Sizing map:
(1.5 px per µm)
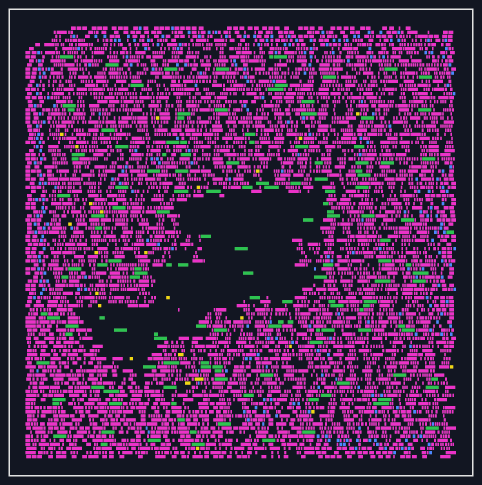
Where the registers sit:
(1 px per µm) Other sequential cells in the stronger gray, the rest of the logic in the fainter gray.
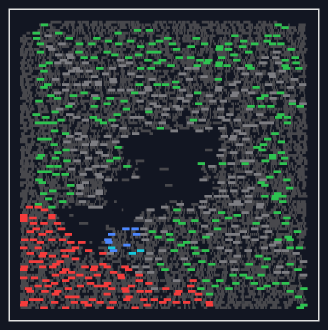
The metal 3 layer:
(1.5 px per µm)
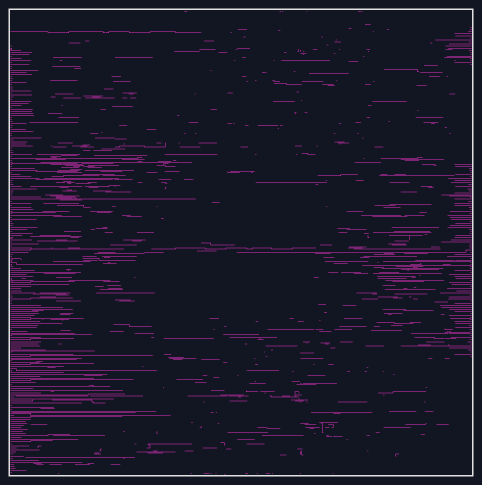
Clock routing:
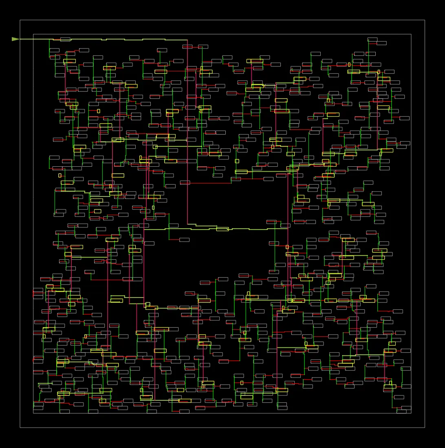
**src/rtl/simon2share_feeder.sv**
```systemverilog
// Job sequencer for the two-share bit-serial SIMON-128/128 core: masks a job,
// streams both shares MSB first, runs the core and returns the ciphertext.
module simon2share_feeder #(
    parameter int BLK_W   = 128,
    parameter int KEY_W   = 128,
    parameter int RUN_MAX = 160
) (
    input  logic             clk,
    input  logic             rst_n,
    input  logic             in_valid,
    output logic             in_ready,
    input  logic [BLK_W-1:0] pt,
    input  logic [KEY_W-1:0] key,
    input  logic [BLK_W-1:0] mask_pt,
    input  logic [KEY_W-1:0] mask_key,
    output logic             core_data_ina,
    output logic             core_data_inb,
    output logic [1:0]       core_data_rdy,
    input  logic             core_done,
    input  logic [BLK_W-1:0] core_cipher,
    output logic             res_valid,
    input  logic             res_ready,
    output logic [BLK_W-1:0] res_data,
    output logic             err
);

    localparam int SW   = BLK_W + KEY_W;
    localparam int LMAX = (BLK_W > KEY_W) ? BLK_W : KEY_W;
    localparam int CMAX = (LMAX > RUN_MAX) ? LMAX : RUN_MAX;
    localparam int CW   = $clog2(CMAX + 1);

    typedef enum logic [2:0] {
        IDLE,
        LOAD_PT,
        LOAD_KEY,
        RUN,
        RESULT
    } state_t;

    state_t state, state_n;

    logic [CW-1:0]    cnt, cnt_n;
    logic [SW-1:0]    sa, sa_n;
    logic [SW-1:0]    sb, sb_n;
    logic [SW-1:0]    load_a, load_b;
    logic             ina_n, inb_n;
    logic [1:0]       rdy_n;
    logic             in_ready_n;
    logic             res_valid_n;
    logic [BLK_W-1:0] res_data_n;
    logic             err_n;

    // Share a carries the masked value, share b the mask itself.
    assign load_a = {pt ^ mask_pt, key ^ mask_key};
    assign load_b = {mask_pt, mask_key};

    always_comb begin
        state_n     = state;
        cnt_n       = cnt;
        sa_n        = sa;
        sb_n        = sb;
        ina_n       = 1'b0;
        inb_n       = 1'b0;
        rdy_n       = 2'd0;
        in_ready_n  = 1'b0;
        res_valid_n = res_valid;
        res_data_n  = res_data;
        err_n       = 1'b0;

        unique case (state)
            IDLE: begin
                in_ready_n = 1'b1;
                if (in_valid && in_ready) begin
                    ina_n      = load_a[SW-1];
                    inb_n      = load_b[SW-1];
                    sa_n       = {load_a[SW-2:0], 1'b0};
                    sb_n       = {load_b[SW-2:0], 1'b0};
                    cnt_n      = '0;
                    rdy_n      = 2'd1;
                    in_ready_n = 1'b0;
                    state_n    = LOAD_PT;
                end
            end
            LOAD_PT: begin
                ina_n = sa[SW-1];
                inb_n = sb[SW-1];
                sa_n  = {sa[SW-2:0], 1'b0};
                sb_n  = {sb[SW-2:0], 1'b0};
                cnt_n = cnt + CW'(1);
                rdy_n = 2'd1;
                if (cnt == CW'(BLK_W - 1)) begin
                    cnt_n   = '0;
                    rdy_n   = 2'd2;
                    state_n = LOAD_KEY;
                end
            end
            LOAD_KEY: begin
                ina_n = sa[SW-1];
                inb_n = sb[SW-1];
                sa_n  = {sa[SW-2:0], 1'b0};
                sb_n  = {sb[SW-2:0], 1'b0};
                cnt_n = cnt + CW'(1);
                rdy_n = 2'd2;
                if (cnt == CW'(KEY_W - 1)) begin
                    ina_n   = 1'b0;
                    inb_n   = 1'b0;
                    sa_n    = '0;
                    sb_n    = '0;
                    cnt_n   = '0;
                    rdy_n   = 2'd3;
                    state_n = RUN;
                end
            end
            RUN: begin
                rdy_n = 2'd3;
                cnt_n = cnt + CW'(1);
                // A Done arriving on the timeout cycle still yields a result.
                if (core_done) begin
                    res_data_n  = core_cipher;
                    res_valid_n = 1'b1;
                    rdy_n       = 2'd0;
                    cnt_n       = '0;
                    state_n     = RESULT;
                end else if (cnt == CW'(RUN_MAX - 1)) begin
                    err_n      = 1'b1;
                    rdy_n      = 2'd0;
                    cnt_n      = '0;
                    in_ready_n = 1'b1;
                    state_n    = IDLE;
                end
            end
            RESULT: begin
                if (res_valid && res_ready) begin
                    res_valid_n = 1'b0;
                    in_ready_n  = 1'b1;
                    state_n     = IDLE;
                end
            end
            default: begin
                in_ready_n  = 1'b1;
                res_valid_n = 1'b0;
                cnt_n       = '0;
                state_n     = IDLE;
            end
        endcase
    end

    always_ff @(posedge clk) begin
        if (!rst_n) begin
            state         <= IDLE;
            cnt           <= '0;
            sa            <= '0;
            sb            <= '0;
            core_data_ina <= 1'b0;
            core_data_inb <= 1'b0;
            core_data_rdy <= 2'd0;
            in_ready      <= 1'b1;
            res_valid     <= 1'b0;
            res_data      <= '0;
            err           <= 1'b0;
        end else begin
            state         <= state_n;
            cnt           <= cnt_n;
            sa            <= sa_n;
            sb            <= sb_n;
            core_data_ina <= ina_n;
            core_data_inb <= inb_n;
            core_data_rdy <= rdy_n;
            in_ready      <= in_ready_n;
            res_valid     <= res_valid_n;
            res_data      <= res_data_n;
            err           <= err_n;
        end
    end

endmodule

```
**config.mk**
```make
export PLATFORM = sky130hd
export DESIGN_NAME = simon2share_feeder
export DESIGN_NICKNAME = d
export VERILOG_FILES = /design/src/rtl/simon2share_feeder.sv
export SDC_FILE = /design/constraint.sdc
export NUM_CORES = 2
export LEC_CHECK = 0
export ABC_AREA = 1
export CORE_AREA = 10 10 298 300
export CTS_CLUSTER_SIZE = 25
export DETAILED_ROUTE_END_ITERATION = 10
export DIE_AREA = 0 0 308 310
export PLACE_DENSITY = 0.74
export RECOVER_POWER = 50
export SLEW_MARGIN = 40
export SYNTH_ARGS = -nofsm -noshare
export SYNTH_HDL_FRONTEND = slang
export SYNTH_SLANG_ARGS = --single-unit
```
**constraint.sdc**
```tcl
create_clock -name clk -period 5.63 [get_ports clk]
set_clock_uncertainty 0.15 [all_clocks]
set_input_delay 0.8445 -clock clk [delete_from_list [all_inputs] [get_ports clk]]
set_output_delay 0.8445 -clock clk [all_outputs]
set_load 0.005 [all_outputs]
```
==> results.sh <==
# flow metrics
export IMPL_cts_tree="built"
export IMPL_ys_chip_area_um2=39200
export IMPL_ys_flops=656
export IMPL_worst_setup_path_type="input pin to flip-flop"
export IMPL_clock_sinks=656
export IMPL_ys_seq_share_pct=33.5
export IMPL_ctsHoldBuffers=0
export IMPL_ios=780
export IMPL_path_max_fanout=91
export IMPL_cts_root_buf="clkbuf_16"
export IMPL_antenna_found_initial=41
export IMPL_hpwl_um=91300
export IMPL_startpoint_type="input pin"
export IMPL_topCellsByArea="dfxtp_1, nand2_1, nor2_1"
export IMPL_utilization_pct=60.0
export IMPL_drc=0
export IMPL_critPathBufInv=2
export IMPL_dr_pass1_iters=7
export IMPL_top_cell_area_share_pct=33.5
export IMPL_worstRegToRegCells=5
export IMPL_log_warning_count=59
export IMPL_p_per_area_nw_per_um2=276
export IMPL_synth_lib_cells_used_distinct=21
export IMPL_fmax_mhz=224
export IMPL_worst_pin_slew_ps=3080
export IMPL_p_leak_nw=22.4
export IMPL_yosysWarnings=0
export IMPL_internal_power_mw=9.54
export IMPL_r2r_end="res_data[49]"
export IMPL_die_w_um=308
export IMPL_grt_pass1_wl_um=212000
export IMPL_crit_path_top_delay_cell="clkbuf_1"
export IMPL_critical_path_required_ps=5980
export IMPL_rows=106
export IMPL_cts_resized=0
export IMPL_critPathMostFrequentCell="nand2_1"
export IMPL_hp_class="flip-flop to flip-flop"
export IMPL_grt_use_total_pct=26.9
export IMPL_status="complete, but fails checks"
export IMPL_fill_cells=8014
export IMPL_setup_tns_ps=0
export IMPL_die_h_um=310
export IMPL_violations="max-capacitance violations, max-slew violations"
export IMPL_p_sw_mw=4.17
export IMPL_cp_endpoint="sa[165]"
export IMPL_power_frac_comb_pct=22.9
export IMPL_clockBufferDepth=3
export IMPL_antenna_left=0
export IMPL_clkTransAtPathRegs_ps=60
export IMPL_dr_first_iter_drc_count=4275
export IMPL_worstReg2RegStart="state[2]"
export IMPL_floorplan_core_util_pct=47.3
export IMPL_viasPerCell=5.22
export IMPL_grt_pass1_vias=39200
export IMPL_end_kind="flip-flop"
export IMPL_drive_gt1_share_pct=6.09
export IMPL_netlist_area_um2=39200
export IMPL_final_nets=7816
export IMPL_finalClockPeriodUsage_pct=79.3
export IMPL_syn_to_final_growth_pct=27.0
export IMPL_ir_drop_mv=0.217
export IMPL_finalCriticalPeriod_ps=4470
export IMPL_synth_stat_cells=6736
export IMPL_core_area_um2=82900
export IMPL_p_total_mw=13.7
export IMPL_fp_nets=7382
export IMPL_cp_top_family="buffers and inverters"
export IMPL_portBuffers=779
export IMPL_power_frac_clock_pct=37.9
export IMPL_slew_headroom_pct=-105
export IMPL_hold_violations=0
export IMPL_cap_viol_max_count=7
export IMPL_swShare_pct=30.4
export IMPL_drv_slew=375
export IMPL_globalplace_congestion=0.877
export IMPL_grt_max_degree=185
export IMPL_post_drt_wl_per_cell_um=16.4
export IMPL_htreeDepth=3
export IMPL_syn_inst=6736
export IMPL_synth_area_per_cell_um2=5.82
export IMPL_crit_arrival_ps=4820
export IMPL_rrSetupSlack_ps=1330
export IMPL_synth_area_leader_cell="dfxtp_1"
export IMPL_cpPeakStageDelay_ps=2140
export IMPL_cp_depth=8
export IMPL_path_cells="dlygate4sd3_1, nand2_1, nand2_1, nand2_8, clkbuf_1, nand2_1, nand2_1, nor2_1"
export IMPL_rsz0062_at_grt="no"
export IMPL_cp_startpoint="in_valid"
export IMPL_gr_total_overflow=0
export IMPL_chipArea_um2=95500
export IMPL_setup_viol_count_final=0
export IMPL_seq_power_share_pct=39.2
export IMPL_postCtsSetupRepairBufs=0
About 'sizing map':
Magenta stands for _0 and _1 cells, cells 6,788, share 94%. Blue stands for _2 cells, cells 270, share 3.7%. Yellow stands for _3 and _4 cells, cells 24, share 0.33%. Green stands for _6 and larger, cells 146, share 2.0%.

About 'where the registers sit':
Green stands for `sa`, flops 255, where spread over the die. Cyan stands for `state`, flops 3. Blue stands for `cnt`, flops 8. Red stands for `res_data`, flops 128.
Another 262 sequential cells are not colored.
Seq group: 5.38 mW
flop share of the area: 26.4%
Flop area: 13,100 µm²

About 'the metal 3 layer':
605 nets have wire on it. The longest straight run is 153 µm.
met3 usage: 6.65%
vias: 43,500
Detailed Route WL: 137,000 µm

About 'clock routing':
# clk buffers: 109
CTS Buf Count: 76
registers: 656
clk ins delay skew pair: 620 ps

## stage by stage
stage	hold WS, ps	std cells	cell area, µm²	setup WS, ps
floorplan	304	6736	39200	3540
global placement	296	8165	46900	1460
detailed placement	302	8170	47100	1370
CTS	310	8306	49700	2030
global route	320	8338	49700	901
finish	306	8342	49800	1160
## per-layer routing
metal / track usage, % / share of wire [%]
met4: 10.5 / 3.2
met2: 44.2 / 48
met1: 33.6 / 41
met5: 0 / 0.063
met3: 6.65 / 8.0
## worst min-delay path, stage by stage (launching register included)
cell and delay [ps]:
dfxtp_1 300, nand2_1 60, a21oi_1 50
## logic make-up after synthesis
kind of cell	share of synthesized area, %
AND/OR/NAND/NOR	47.6
XOR/XNOR	0.0671
AND-OR/OR-AND	8.32
buffers and inverters	10.4
adder cells (fa/ha/maj)	0.0319
flip-flops	33.5
## worst min-delay path by stage
stage | from | endpoint | slack (ps) | cells past startpoint
final | res_data[114] | res_data[114] | 310 | 2
after global placement | res_data[116] | res_data[116] | 300 | 2
after detailed placement | res_data[35] | res_data[35] | 300 | 2
after global routing | res_data[51] | res_data[51] | 320 | 2
after CTS | res_data[35] | res_data[35] | 310 | 2
after floorplan | sa[1] | sa[1] | 300 | 2
## cell type report
type / instances / area (µm²) / share of cell area (%)
clock buffers: 109 / 2260 / 4.54
multi-input cells: 5066 / 22000 / 44.2
repair buffers: 836 / 8550 / 17.2
inverters: 534 / 2030 / 4.09
diodes: 34 / 85.1 / 0.171
well taps: 1080 / 1350 / 2.72
flip-flops and latches: 656 / 13100 / 26.4
clock inverters: 27 / 343 / 0.689
## placed cells by master (no fill, tap or decap), drive strengths merged
master / count
nand2: 2215
nor2: 1035
dfxtp: 656
nand3: 647
clkdlybuf4s50: 641
inv: 539
o21ai: 512
nand4: 258
or2: 254
a21oi: 138
dlygate4sd3: 136
clkbuf: 117
buf: 51
diode: 34
clkinv: 14
bufinv: 7
xor2: 3
nor3: 2
o211ai: 1
ha: 1
clkinvlp: 1
## Yosys cell counts
library cell / number
inv_1: 528
clkbuf_1: 248
nand3_2: 2
nand2_2: 1
inv_2: 6
ha_1: 1
buf_2: 214
o211ai_1: 1
nand4_1: 258
nand3_1: 645
buf_1: 13
or2_2: 254
dfxtp_1: 656
o21ai_1: 1
a21oi_1: 138
nand2_1: 2214
xor2_1: 3
buf_4: 5
nor3_1: 2
nor2_1: 1035
o21ai_0: 511
## flip-flops by register name (all words and copies together), names as in the netlist
name           count
sa               255
sb               255
res_data         128
cnt                8
state              3
core_data_rdy      2
core_data_ina      1
core_data_inb      1
err                1
in_ready           1
res_valid          1
## power groups by stage
stage | logic, mW | registers [mW] | clock network, mW
final | 3.14 | 5.38 | 5.19
after global routing | 3.57 | 5.43 | 5.46
after CTS | 3.12 | 5.37 | 5.28
after detailed placement | 3.09 | 5.47 | 0
after global placement | 3.04 | 5.44 | 0
after floorplan | 2.08 | 5.42 | 0
Power is estimated from default activity; no workload was simulated.
